<file path="src/rtl/reset_seq_ctrl.sv">
// Reset sequencer: hold, debounce PLL lock, then release
// each downstream reset domain in index order.
module reset_seq_ctrl #(
   parameter int NUM_DOMAINS = 3,
   parameter int HOLD_LEN    = 63,
   parameter int LOCK_FILTER = 7,
   parameter int STAGE_LEN   = 15
) (
   input  logic                   clk,
   input  logic                   reset,
   input  logic                   pll_locked,
   input  logic                   soft_req,
   output logic [NUM_DOMAINS-1:0] rst_n_out,
   output logic                   ready,
   output logic [1:0]             state_o
);

   localparam int M1 = (HOLD_LEN > LOCK_FILTER) ? HOLD_LEN : LOCK_FILTER;
   localparam int MX = (M1 > STAGE_LEN) ? M1 : STAGE_LEN;
   localparam int CW = $clog2(MX + 1);
   localparam int IW = $clog2(NUM_DOMAINS) + 1;

   typedef enum logic [1:0] {
      S_HOLD  = 2'd0,
      S_LOCK  = 2'd1,
      S_STAGE = 2'd2,
      S_RUN   = 2'd3
   } state_t;

   state_t                 state, state_n;
   logic [CW-1:0]          cnt, cnt_n;
   logic [IW-1:0]          idx, idx_n;
   logic [NUM_DOMAINS-1:0] rst_n_n;
   logic                   ready_n;
   logic                   lock_m, lock_s;
   logic                   abort;

   // Plain 2-flop synchronizer, deliberately unreset
   always_ff @(posedge clk) begin
      lock_m <= pll_locked;
      lock_s <= lock_m;
   end

   assign abort = soft_req |
                  (~lock_s & ((state == S_STAGE) | (state == S_RUN)));

   always_comb begin
      state_n = state;
      cnt_n   = cnt;
      idx_n   = idx;
      rst_n_n = rst_n_out;
      ready_n = ready;
      unique case (state)
         S_HOLD: begin
            if (cnt == CW'(HOLD_LEN)) begin
               state_n = S_LOCK;
               cnt_n   = '0;
            end else begin
               cnt_n = cnt + CW'(1);
            end
         end
         S_LOCK: begin
            if (lock_s) begin
               if (cnt == CW'(LOCK_FILTER)) begin
                  state_n = S_STAGE;
                  cnt_n   = '0;
                  idx_n   = '0;
               end else begin
                  cnt_n = cnt + CW'(1);
               end
            end else begin
               cnt_n = '0;
            end
         end
         S_STAGE: begin
            if (cnt == CW'(STAGE_LEN)) begin
               cnt_n = '0;
               idx_n = idx + IW'(1);
               for (int i = 0; i < NUM_DOMAINS; i++)
                  if (idx == IW'(i)) rst_n_n[i] = 1'b1;
               if (idx == IW'(NUM_DOMAINS - 1)) begin
                  state_n = S_RUN;
                  ready_n = 1'b1;
               end
            end else begin
               cnt_n = cnt + CW'(1);
            end
         end
         S_RUN: begin
         end
      endcase
      // Abort overrides any release scheduled on this edge
      if (abort && state != S_HOLD) begin
         state_n = S_HOLD;
         cnt_n   = '0;
         idx_n   = '0;
         rst_n_n = '0;
         ready_n = 1'b0;
      end
   end

   always_ff @(posedge clk) begin
      if (reset) begin
         state     <= S_HOLD;
         cnt       <= '0;
         idx       <= '0;
         rst_n_out <= '0;
         ready     <= 1'b0;
      end else begin
         state     <= state_n;
         cnt       <= cnt_n;
         idx       <= idx_n;
         rst_n_out <= rst_n_n;
         ready     <= ready_n;
      end
   end

   assign state_o = state;

endmodule

</file>
<file path="config.mk">
export PLATFORM = sky130hd
export DESIGN_NAME = reset_seq_ctrl
export DESIGN_NICKNAME = d
export VERILOG_FILES = /design/src/rtl/reset_seq_ctrl.sv
export SDC_FILE = /design/constraint.sdc
export NUM_CORES = 1
export LEC_CHECK = 0
export CAP_MARGIN = 10
export CELL_PAD_IN_SITES_DETAIL_PLACEMENT = 1
export CELL_PAD_IN_SITES_GLOBAL_PLACEMENT = 2
export CORE_AREA = 8 8 74 56
export CTS_BUF_LIST = sky130_fd_sc_hd__clkbuf_16
export DETAILED_ROUTE_END_ITERATION = 10
export DIE_AREA = 0 0 82 64
export GPL_TIMING_DRIVEN = 1
export PLACE_DENSITY_LB_ADDON = 0.1
export SYNTH_ARGS = -nofsm -noshare
export SYNTH_HDL_FRONTEND = slang
export SYNTH_SLANG_ARGS = --single-unit
</file>
<file path="constraint.sdc">
create_clock -name clk -period 2.2 [get_ports clk]
set_input_delay 0.22 -clock clk [delete_from_list [all_inputs] [get_ports clk]]
set_output_delay 0.22 -clock clk [all_outputs]
set_load 0.02 [all_outputs]
</file>
### Sequential cells colored by netlist name

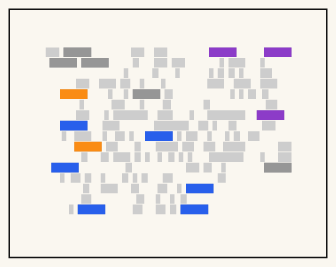
| color | signal | sequential cells |
|---|---|---|
| purple | idx | 3 |
| orange | state_o | 2 |
| blue | cnt | 6 |

### I/O nets highlighted

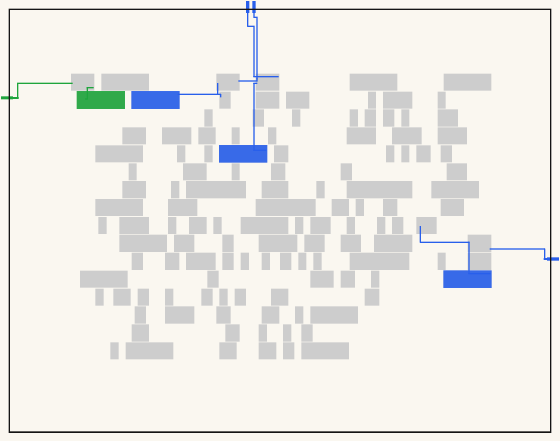
| color | port | bits | direction | edge | end cells | buffers | wire |
|---|---|---|---|---|---|---|---|
| green | pll_locked | 1 | input | west | 1 | 1 | 13.8 um |
| blue | rst_n_out | 3 | output | 2 north, 1 east | 3 | 3 | 76.6 um |
port bufs: 9
IO Pins: 10

### Wire density map

The die is cut into 16 by 13 equal tiles; black is low, pale yellow is high, scaled to the fullest tile. Values are wire area over tile area, all layers added.
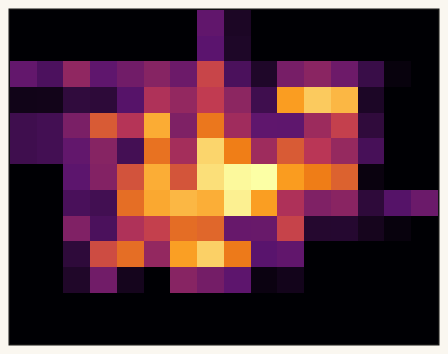
nearly empty tiles: 44%
densest ninth of the die: center
mean over tiles: 0.073
emptiest ninth of the die: south-east
tiles over half the peak: 18%

### Met3 routing

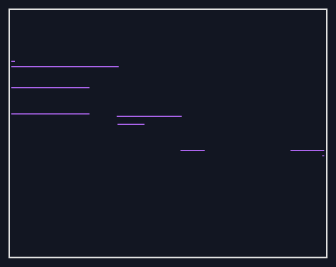
wire length on this layer: 106 um
share of all routed wire: 4.3%
GRT met3 Usage: 0.0433
Post-Route WL: 2.49 mm

==> reports/metrics.csv <==
metric;value;unit
cpMaxStageDelayCell;or3b_1;
power;698;uW
fp_nets;126;
synth.logic.top_family;simple AND/OR/NAND/NOR gates;
ys_area;950;um^2
rsz0062_at_grt;false;
finalSetupTns;0;ns
largest_reg_flops;6;
wirelength_met1;1.36;mm
ff_type;dfxtp_1;
nets;137;
path_depth;4;
dp_hpwl;1.94;mm
n_tap_cell;38;
crit_path_end;state_o[0]$_SDFFE_PP0P_;
reg2reg_slack;0.33;ns
worstPathCellList;or3b_1, o21ai_4, nand4_1, a211oi_1;
fp.dieW;82;um
clkTransAtPathRegs;0.05;ns
ff_count;16;
status;completed;
syn_area_per_cell;8.40;um^2
seq-power;303;uW
diodes;0;
seq_share;0.277;
yosys_register_bits;16;
synth-simple-area-share;0.238;
Power is estimated from default activity; no workload was simulated.
